Run 1, clock network drawn from the DEF:
(8 px per um)
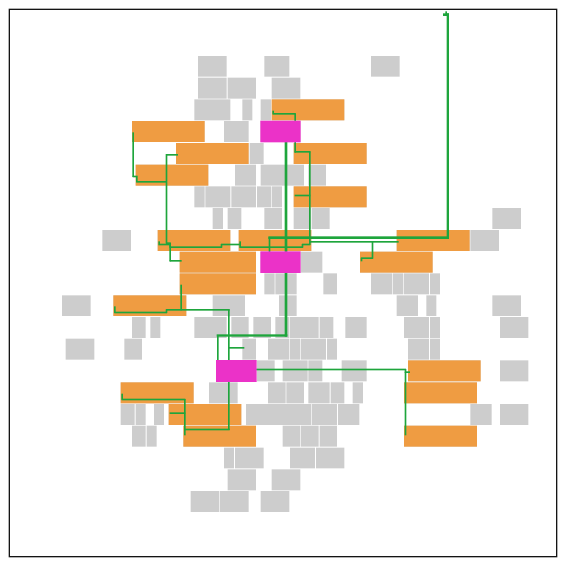
Run 1, congestion heat map:
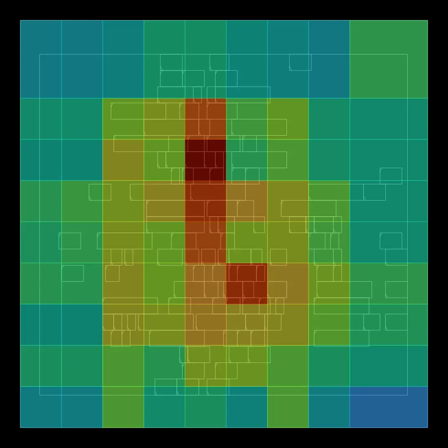
Run 1, PDN straps and rails:
(6 px per um) Pins as bars on the die edge.
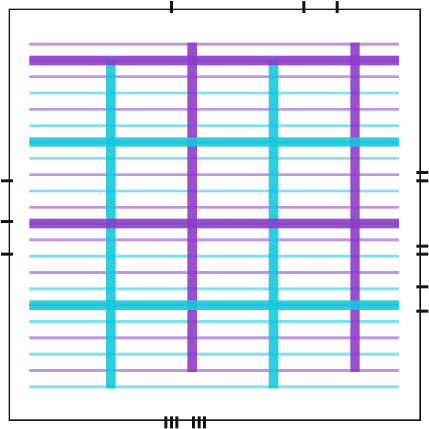
File: src/rtl/sensor_mux_arbiter_if.sv
// Handshake bundle between the four sensor front-ends and the shared-mux arbiter.
// The master side raises requests; the slave side (the arbiter) returns grant and status.
interface sensor_mux_arbiter_if;
   logic [3:0] req;
   logic [3:0] gnt;
   logic [1:0] sel;
   logic       busy;
   logic       timeout;
   logic [3:0] lockout;

   modport master (
      output req,
      input  gnt, sel, busy, timeout, lockout
   );

   modport slave (
      input  req,
      output gnt, sel, busy, timeout, lockout
   );
endinterface

File: src/rtl/sensor_mux_arbiter.sv
// Round-robin arbiter for the 4-to-1 sensor mux with a bounded hold window,
// a one-cycle gap between grants, and lockout of channels that overrun the window.
module sensor_mux_arbiter #(
   parameter int HOLD_CYCLES = 8,
   parameter int CNT_W       = 4
) (
   input  logic                 clk,
   input  logic                 rst_n,
   sensor_mux_arbiter_if.slave  bus
);

   typedef enum logic [1:0] {IDLE, GRANT, GAP} state_t;

   localparam logic [CNT_W-1:0] CNT_MAX = CNT_W'(HOLD_CYCLES - 1);

   state_t           state_q, state_d;
   logic [3:0]       gnt_q, gnt_d;
   logic [3:0]       lockout_q, lockout_d;
   logic [1:0]       sel_q, sel_d;
   logic [1:0]       last_q, last_d;
   logic             busy_q, busy_d;
   logic             timeout_q, timeout_d;
   logic [CNT_W-1:0] cnt_q, cnt_d;

   logic [3:0]       elig;
   logic [1:0]       winner;
   logic [1:0]       cand;
   logic             found;

   // Search starts one past the last granted channel, wrapping through all four.
   always_comb begin
      elig   = bus.req & ~lockout_q;
      winner = last_q;
      cand   = last_q;
      found  = 1'b0;
      for (int k = 1; k <= 4; k++) begin
         cand = last_q + 2'(k);
         if (!found && elig[cand]) begin
            winner = cand;
            found  = 1'b1;
         end
      end
   end

   always_comb begin
      state_d   = state_q;
      gnt_d     = gnt_q;
      sel_d     = sel_q;
      last_d    = last_q;
      busy_d    = busy_q;
      timeout_d = 1'b0;
      cnt_d     = cnt_q;
      lockout_d = lockout_q & bus.req;
      case (state_q)
         IDLE, GAP: begin
            if (found) begin
               state_d = GRANT;
               gnt_d   = 4'b0001 << winner;
               sel_d   = winner;
               busy_d  = 1'b1;
               cnt_d   = '0;
            end else begin
               state_d = IDLE;
               gnt_d   = '0;
               busy_d  = 1'b0;
            end
         end
         GRANT: begin
            if (cnt_q != CNT_MAX) cnt_d = cnt_q + 1'b1;
            // A dropped request outranks the hold limit when both land together.
            if (!bus.req[sel_q]) begin
               state_d = GAP;
               gnt_d   = '0;
               busy_d  = 1'b0;
               last_d  = sel_q;
            end else if (cnt_q == CNT_MAX) begin
               state_d           = GAP;
               gnt_d             = '0;
               busy_d            = 1'b0;
               last_d            = sel_q;
               timeout_d         = 1'b1;
               lockout_d[sel_q]  = 1'b1;
            end
         end
         default: begin
            state_d = IDLE;
            gnt_d   = '0;
            busy_d  = 1'b0;
         end
      endcase
   end

   always_ff @(posedge clk or negedge rst_n) begin
      if (!rst_n) begin
         state_q   <= IDLE;
         gnt_q     <= '0;
         sel_q     <= '0;
         last_q    <= 2'd3;
         busy_q    <= 1'b0;
         timeout_q <= 1'b0;
         cnt_q     <= '0;
         lockout_q <= '0;
      end else begin
         state_q   <= state_d;
         gnt_q     <= gnt_d;
         sel_q     <= sel_d;
         last_q    <= last_d;
         busy_q    <= busy_d;
         timeout_q <= timeout_d;
         cnt_q     <= cnt_d;
         lockout_q <= lockout_d;
      end
   end

   assign bus.gnt     = gnt_q;
   assign bus.sel     = sel_q;
   assign bus.busy    = busy_q;
   assign bus.timeout = timeout_q;
   assign bus.lockout = lockout_q;

endmodule

File: src/flat_wrapper.sv
// flat-port wrapper written by rule: the top's interface ports become plain ports
module sensor_mux_arbiter_flat 
#(
   parameter int HOLD_CYCLES = 8,
   parameter int CNT_W       = 4
)
  (clk, rst_n, bus_req, bus_gnt, bus_sel, bus_busy, bus_timeout, bus_lockout);
  sensor_mux_arbiter_if bus_i ();
  input  logic clk;
  input  logic rst_n;
  input wire logic [$bits(bus_i.req)-1:0] bus_req;
  output wire logic [$bits(bus_i.gnt)-1:0] bus_gnt;
  output wire logic [$bits(bus_i.sel)-1:0] bus_sel;
  output wire logic [$bits(bus_i.busy)-1:0] bus_busy;
  output wire logic [$bits(bus_i.timeout)-1:0] bus_timeout;
  output wire logic [$bits(bus_i.lockout)-1:0] bus_lockout;
  assign bus_i.req = bus_req;
  assign bus_gnt = bus_i.gnt;
  assign bus_sel = bus_i.sel;
  assign bus_busy = bus_i.busy;
  assign bus_timeout = bus_i.timeout;
  assign bus_lockout = bus_i.lockout;
  sensor_mux_arbiter #(.HOLD_CYCLES(HOLD_CYCLES), .CNT_W(CNT_W)) u_core (.clk(clk), .rst_n(rst_n), .bus(bus_i));
endmodule
File: config.mk
export PLATFORM = sky130hd
export DESIGN_NAME = sensor_mux_arbiter_flat
export DESIGN_NICKNAME = d
export VERILOG_FILES = /design/src/rtl/sensor_mux_arbiter_if.sv /design/src/rtl/sensor_mux_arbiter.sv /design/src/flat_wrapper.sv
export SDC_FILE = /design/constraint.sdc
export NUM_CORES = 1
export LEC_CHECK = 0
export CORE_MARGIN = 3
export CORE_UTILIZATION = 26
export CTS_CLUSTER_SIZE = 28
export DETAILED_ROUTE_END_ITERATION = 16
export SLEW_MARGIN = 0
export SYNTH_ARGS = -nofsm -noshare
export SYNTH_HDL_FRONTEND = slang
export SYNTH_SLANG_ARGS = --single-unit
File: constraint.sdc
create_clock -name clk -period 2.19 [get_ports clk]
set_input_delay 0.3285 -clock clk [delete_from_list [all_inputs] [get_ports clk]]
set_output_delay 0.3285 -clock clk [all_outputs]
set_load 0.01 [all_outputs]
==> notes.md, run 1 <==
yosys + openroad results -> all-layer global routing usage=0.1119, Worst Hold Slack=0.4046 ns, CP Cell Sequence=mux4_2, and3_1, a32o_1, Critical Path AT=1.91 ns, final instance count without filler cells=164, worst clock skew=0.001959 ns, unique cell type count in the Yosys netlist=36, CTS Sinks=19, portion of the post-synthesis area used by sequential elements=0.4745, Die Outline Area=4657 sq um, required time of the worst setup path=2.34 ns, Max Cap Violations=0, most common logic cells in the final layout=17 x clkdlybuf4s50_1, 17 x dfrtp_1, 14 x nand2_1, 6 x nand2b_1, TritonCTS Buffers=3, Latency at later pin=0.26 ns, post-DR wirelength/cell=14.07 um, final estimated routing congestion in global placement=0.8118, clock transition at the registers of the reported paths=0.07 ns, Syn Nets=104, number of cells in the yosys synthesis report=97, number of hold violations in the final report=0, reg2reg end=u_core.bus.lockout[3], total count of max-transition violations in the final report=0, FF-to-FF Start=u_core.bus.sel[0], Setup Viol. Count Final=0, element type at the critical path start=flip-flop, final routed DRC violation total=0, static power due to leakage=0.5364 nW, Antenna Diode Count=0, Die Y=68.24 um, worst slack, placed=0.1728 ns, vias in the first global route=819, P per Cell Area=1141 nW/um^2, routed via count=846, delay of the slowest cell on the worst path=0.60 ns, post-synthesis register bit count=19, cts repair resizes=0, kind of end point of the critical path=flip-flop, Cells after Synth=97, Area growth, synth to finish=26.83%, hold-fix buffer count after cts=0, highest attainable clock frequency=0.5677 GHz, fraction of layout instances using a drive strength above 1=0.08475, crit path kind=reg -> reg, Final min period=1.761 ns, Hold Crit Class=in -> async, master cell of the clock root buffer=clkbuf_8, number of instances in the placed design=160, starting density of the core=0.2861, endpoint of the most critical setup path=u_core.bus.lockout[3], Bufs on Longest Clock Path=2, main flop type=dfrtp_1, Post-Syn Area=1007 sq um, period utilization=0.8043, ports placed on the boundary=18, Finished Cell Area=1277 sq um, setup slack, reg-to-reg=0.43 ns, H-tree lvl count=1, largest net degree at the start of global routing=20, biggest fanout along the worst timing path=8, crit path setup slack, layout=0.4285 ns, average footprint of a synthesized cell=10.38 sq um, slowest stage cell on the critical path=mux4_2, Synth async-reset ratio=1.000, placement-stage cell area=1231 sq um, drt via density=5.159, number of warnings the tools reported=26, TritonCTS clock tree=done, area of the synthesized netlist per yosys stat=1007 sq um, total setup buffers inserted after CTS=0, DRT antenna net count=0, worst slew margin relative to its limit=0.7298, final wirelength=2307 um, sum of internal, switching and leakage power=1.458 mW, number of warnings issued by yosys=0, post-layout net count=126, Initial DRT Pass Iterations=4, detailed placement HPWL=1740 um, total negative slack for setup checks=0 ns, count of buffers inserted at the top-level ports=17, first-pass GRT wire length=3801 um, Post-synth EDFFs=0, setup repair after global routing missed its margin=no, total congestion overflow=0, depth of the worst register-to-register path=3, number of antenna violations at the first check in global routing=0, Setup crit start=u_core.bus.sel[0], actual slew at the worst max-slew pin=0.4018 ns, die width=68.24 um, Cell Rows=21, status=finished clean, number of DRC markers in iteration 0=47
Back to the opening pictures, 'clock network drawn from the DEF':
Key: green = clock wires [length 269 um]; magenta = clock drivers [count 3]; orange = flip-flops [count 19]
There are 4 routed clock nets.
part of the total power dissipated in the clock network: 0.170
power of the clock network: 0.248 mW

Back to the opening pictures, 'congestion heat map':
met1 usage in global routing: 0.1443
Final Core Density: 0.3628
met2 track demand over resource in global routing: 0.1661

Back to the opening pictures, 'PDN straps and rails':
Key: purple = VDD; cyan = VSS
4 straps on met5. 22 met1 rails follow the rows. 18 signal pins sit on the boundary. The core has 21 rows.
worst IR drop on VDD: 0.2867 mV
placeable core region: 3521 sq um

==> run 1: cell families (layout without fill, tap and decap cells) <==
| logic type | Yosys count | in the layout | share of synthesized area |
|---|---|---|---|
| muxes | 6 | 6 | 0.07453 |
| xor gates and xnor gates | 3 | 3 | 0.02609 |
| AOI/OAI and AO/OA | 23 | 23 | 0.1677 |
| adders and majority gates | 1 | 1 | 0.01242 |
| buffers and inverters | 2 | 23 | 0.01864 |
| and+or+nand+nor | 43 | 43 | 0.2261 |
| DFF | 19 | 19 | 0.4745 |
==> run 1: registers in the layout (all words and copies together) (netlist names) <==
signal              cells
u_core.bus.gnt          4
u_core.bus.lockout      4
u_core.cnt_q            4
u_core.bus.sel          2
u_core.last_q           2
u_core.state_q          2
u_core.bus.timeout      1
==> run 1: per-layer routing <==
layer | vias to the layer above | global-route usage | wire, um
met4 | 0 | 0.06700 | 76
met1 | 411 | 0.1443 | 1091
li1 | 400 | - | -
met5 | - | 0 | 0
met2 | 28 | 0.1661 | 1029
met3 | 7 | 0.02956 | 109
==> run 1: power by group <==
part | leakage (nW) | internal [mW] | switching [mW]
sequential | 0.246 | 0.474 | 0.163
clock | 0.0255 | 0.127 | 0.122
combinational | 0.265 | 0.313 | 0.260
total | 0.536 | 0.913 | 0.544
==> run 1: critical path: cells and delay by family (launching register included) <==
kind | cells | cell delay, ns
compound gates | 1 | 0.28
mux | 1 | 0.60
simple gates | 1 | 0.25
flops | 1 | 0.52
==> run 1: worst min path at each step <==
| stage | from | to | slack, ns | cells past startpoint |
|---|---|---|---|---|
| after floorplan | rst_n | u_core.bus.gnt[0] | 0.03 | 0 |
| after global placement | u_core.bus.gnt[2] | u_core.bus.gnt[2] | 0.47 | 2 |
| after detailed placement | u_core.bus.gnt[1] | u_core.bus.gnt[1] | 0.47 | 2 |
| after CTS | rst_n | u_core.bus.sel[1] | 0.41 | 2 |
| after global routing | rst_n | u_core.bus.gnt[1] | 0.42 | 2 |
| final | rst_n | u_core.bus.sel[1] | 0.40 | 2 |
==> run 1: synth_stat cells (all sizes together) (2+ instances only) <==
| cell type | instances | area (sq um) |
|---|---|---|
| o31ai | 5 | 37.54 |
| nor2 | 5 | 18.77 |
| nand3 | 3 | 15.01 |
| nand2b | 6 | 37.54 |
| nor2b | 5 | 31.28 |
| buf | 2 | 18.77 |
| o41ai | 2 | 17.52 |
| a211o | 3 | 26.28 |
| mux2i | 3 | 30.03 |
| dfrtp | 17 | 425.4 |
| xnor2 | 2 | 17.52 |
| a21oi | 3 | 18.77 |
| and3 | 2 | 12.51 |
| mux2 | 2 | 22.52 |
| o21ai | 5 | 25.02 |
| nand2 | 14 | 52.55 |
| dfstp | 2 | 52.55 |
==> run 1: area by class of cell <==
type	instances	area, sq um
timing repair buffer	19	185.2
multi-input combinational	76	510.5
clock inverter	1	5.005
clock buffer	3	41.29
tap	46	57.56
fill	361	2243
sequential	19	478.0
==> run 2: changes to the inputs <==
==> constraint.sdc (replaced) <==
create_clock -name clk -period 1.6 [get_ports clk]
set_input_delay 0.24 -clock clk [delete_from_list [all_inputs] [get_ports clk]]
set_output_delay 0.24 -clock clk [all_outputs]
set_load 0.01 [all_outputs]
==> notes.md, run 2 <==
yosys + openroad results -> Logic family by area=simple AND/OR/NAND/NOR gates, number of hold violations in the final report=0 (unchanged), worst slew margin relative to its limit=0.6714 (-0.05841), number of fill cells=353 (-2.2%), Area growth, synth to finish=43.85%, fraction of layout instances using a drive strength above 1=0.2519 (+0.1671), Final min period=1.549 ns (-0.2128 ns), Hold Crit Class=in -> reg, main flop type=dfrtp_1, worst IR drop on VDD=0.4854 mV (+69%), Cells after Synth=97 (unchanged), all-layer global routing usage=0.1211 (+0.009266), ports placed on the boundary=18 (unchanged), area of the synthesized netlist per yosys stat=1007 sq um (unchanged), CTS Sinks=19 (unchanged), total count of max-transition violations in the final report=0 (unchanged), Cell Rows=21 (unchanged), FF-to-FF Start=u_core.bus.sel[0], adder-cell share of the synthesized area=0.01242 (unchanged), crit path setup slack, layout=0.05135 ns (-0.3772 ns), final estimated routing congestion in global placement=0.7800 (-3.9%), TritonCTS Buffers=3 (unchanged), Setup crit start=u_core.bus.sel[0], setup repair after global routing missed its margin=no, detailed placement HPWL=1899 um (+9.1%), top cells by area in the synthesized netlist=dfrtp_1 42%, dfstp_2 5.2%, nand2_1 5.2%, Setup Viol. Count Final=0 (unchanged), CP Cell Sequence=mux4_2, and3_2, a32o_1, status=finished clean, delay of the slowest cell on the worst path=0.56 ns (-0.04 ns), element type at the critical path start=flip-flop, number of DRC markers in iteration 0=44 (-6.4%), unique cell type count in the Yosys netlist=36 (unchanged), slowest stage cell on the critical path=mux4_2, endpoint of the most critical setup path=u_core.bus.lockout[3], TritonCTS clock tree=done, master cell of the clock root buffer=clkbuf_8, commonest cells in the synthesized netlist=17 x dfrtp_1, 14 x nand2_1, 6 x nand2b_1, clock transition at the registers of the reported paths=0.07 ns (about the same), crit path kind=reg -> reg, Finished Cell Area=1449 sq um (+13%), average footprint of a synthesized cell=10.38 sq um (unchanged), routed via count=887 (+4.8%), period utilization=0.9679 (+0.1636), required time of the worst setup path=1.75 ns (-0.59 ns), Latency at later pin=0.26 ns (about the same), Bufs on Longest Clock Path=2 (unchanged), DRT antenna net count=0 (unchanged), P per Cell Area=1496 nW/um^2 (+31%), first-pass GRT wire length=4181 um (+10%), final routed DRC violation total=0 (unchanged), leading area contributor after synthesis=dfrtp_1, count of buffers inserted at the top-level ports=17 (unchanged), Initial DRT Pass Iterations=2 (-2), actual slew at the worst max-slew pin=0.4887 ns (+0.08688 ns), delay-heaviest family, CP=multiplexers, Post-synth mux share=0.07453 (unchanged), reg2reg end=u_core.bus.lockout[3], Levels on crit path=3 (unchanged), post-synthesis register bit count=19 (unchanged), kind of end point of the critical path=flip-flop, Die Y=68.24 um (unchanged), sum of internal, switching and leakage power=2.168 mW (+49%), Critical Path AT=1.70 ns (-0.21 ns), synthesized-area fraction occupied by ao, oa, aoi and oai cells=0.1677 (unchanged), H-tree lvl count=1 (unchanged), die width=68.24 um (unchanged), worst clock skew=0.005688 ns (+0.003728 ns), largest net degree at the start of global routing=20 (unchanged), number of antenna violations at the first check in global routing=0 (unchanged), Antenna Diode Count=0 (unchanged), most common cell in the synthesized netlist=dfrtp_1, xor/xnor cell area share of the yosys netlist=0.02609 (unchanged), most common logic cells in the final layout=19 x buf_4, 15 x dfrtp_1, 14 x nand2_1, 12 x clkdlybuf4s50_1, 6 x nand2b_1, Worst Hold Slack=0.2968 ns (-0.1078 ns), Die Outline Area=4657 sq um (unchanged), portion of the post-synthesis area used by sequential elements=0.4745 (unchanged), share of Yosys cell area claimed by the top area cell type=0.4224 (unchanged), hold-fix buffer count after cts=0 (unchanged), CP bufs+invs=0 (unchanged), placeable core region=3521 sq um (unchanged), setup slack, reg-to-reg=0.05 ns (-0.38 ns), Synth async-reset ratio=1.000 (unchanged), worst slack, placed=-0.3096 ns (-0.4824 ns), Post-Syn Area=1007 sq um (unchanged), starting density of the core=0.2861 (unchanged), placement-stage cell area=1353 sq um (+9.9%), vias in the first global route=919 (+12%), total congestion overflow=0 (unchanged), final wirelength=2569 um (+11%), post-DR wirelength/cell=14.19 um (+0.90%), and+or+nand+nor area frac=0.2261 (unchanged), number of warnings issued by yosys=0 (unchanged), biggest fanout along the worst timing path=5 (-3), number of cells in the yosys synthesis report=97 (unchanged), Syn Nets=104 (unchanged), Post-synth EDFFs=0 (unchanged), drt via density=4.901 (-5.0%), Max Cap Violations=0 (unchanged), post-layout net count=143 (+13%), depth of the worst register-to-register path=3 (unchanged), highest attainable clock frequency=0.6457 GHz (+14%)
==> run 2: cell types whose count changed in the layout (fill, tap and decap cells not counted), sizes merged <==
cell	delta
buf	+17
clkdlybuf4s50	-5
dlymetal6s2s	+4
clkbuf	+1
clkinv	-1
dlygate4sd2	+1
==> run 2: cells by family (layout without fill, tap and decap cells) <==
family                   after synthesis  count (layout)
flip-flops                            19              19
buffers and inverters                  2              40
AND/OR/NAND/NOR                       43              43
adder cells (fa/ha/maj)                1               1
multiplexers                           6               6
XOR/XNOR                               3               3
AND-OR/OR-AND                         23              23
==> run 2: worst min path at each step <==
stage | cells after the start | slack [ns] | to | start
3_3_place_gp | 2 | 0.47 | u_core.bus.gnt[2] | u_core.bus.gnt[2]
4_1_cts | 2 | 0.33 | u_core.bus.sel[1] | rst_n
5_1_grt | 3 | 0.31 | u_core.bus.lockout[2] | bus_req[2]
3_5_place_dp | 2 | 0.47 | u_core.bus.gnt[1] | u_core.bus.gnt[1]
2_1_floorplan | 0 | -0.06 | u_core.bus.gnt[0] | rst_n
6_report | 3 | 0.30 | u_core.bus.lockout[2] | bus_req[2]
==> run 2: layout make-up <==
class | instances | area, sq um | area share
flip-flops and latches | 19 | 480.5 | 0.3316
multi-input cells | 76 | 544.3 | 0.3756
repair buffers | 36 | 321.6 | 0.2219
clock buffers | 4 | 45.04 | 0.03109
well taps | 46 | 57.56 | 0.03972
==> run 2: what timing repair did <==
action	4_1_cts	5_1_grt
gates resized	3	10
pin swaps	0	3
endpoints found under the setup margin	8	10
setup buffers	0	1
==> run 2: per-layer routing <==
layer / wire length [um] / vias to the layer above / track usage
met5: 0 / - / 0
met4: 30 / 0 / 0.04467
met3: 81 / 5 / 0.02299
met2: 1335 / 14 / 0.2154
met1: 1122 / 438 / 0.1433
li1: - / 430 / -
==> run 2: through the flow <==
stage               TNS (ns)    util  instances
finish                     0  0.4115        181
global route               0  0.4115        181
global placement      -3.826  0.3842        176
CTS                        0  0.3987        180
detailed placement    -4.232  0.3842        176
floorplan                  0       -         97
==> run 2: worst register-to-register path: cells and delay by family (launching register included) <==
family	cells	cell delay, ns
AOI/OAI and AO/OA	1	0.26
DFF	1	0.38
and+or+nand+nor	1	0.25
muxes	1	0.56
==> run 2: power breakdown <==
group          internal (mW)  total, mW  switching (mW)
registers              0.653      0.794           0.141
logic                  0.544       1.04           0.493
clock network          0.177      0.337           0.160
Run 2, congestion heat map:
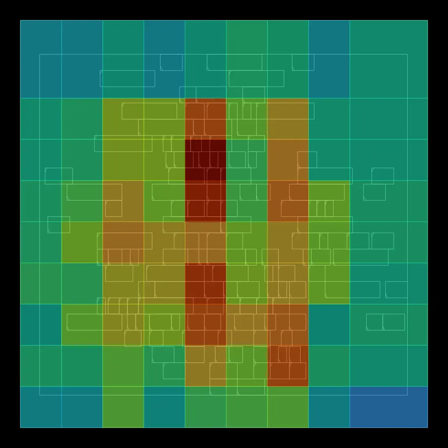
met1 usage in global routing: 0.1433
met3 usage in global routing: 0.02299

Run 2, where the registers sit:
(6 px per um) Other sequential cells in the stronger gray, the rest of the logic in the fainter gray.
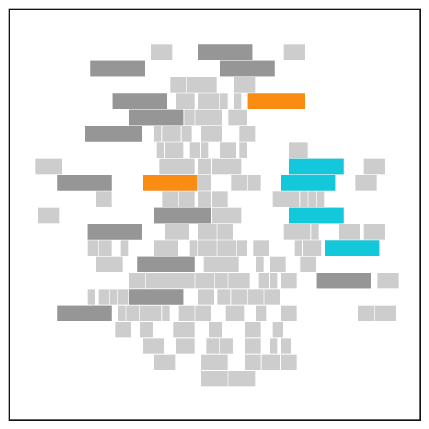
Key: orange = u_core.state_q [placed flops 2]; cyan = u_core.bus.gnt [placed flops 4, where middle right]
flop share of the area: 0.3316
sequential standard cell area: 480.5 sq um
power drawn by the sequential cells: 0.794 mW

Power figures rest on the tool's default switching activity, not on a simulated workload.
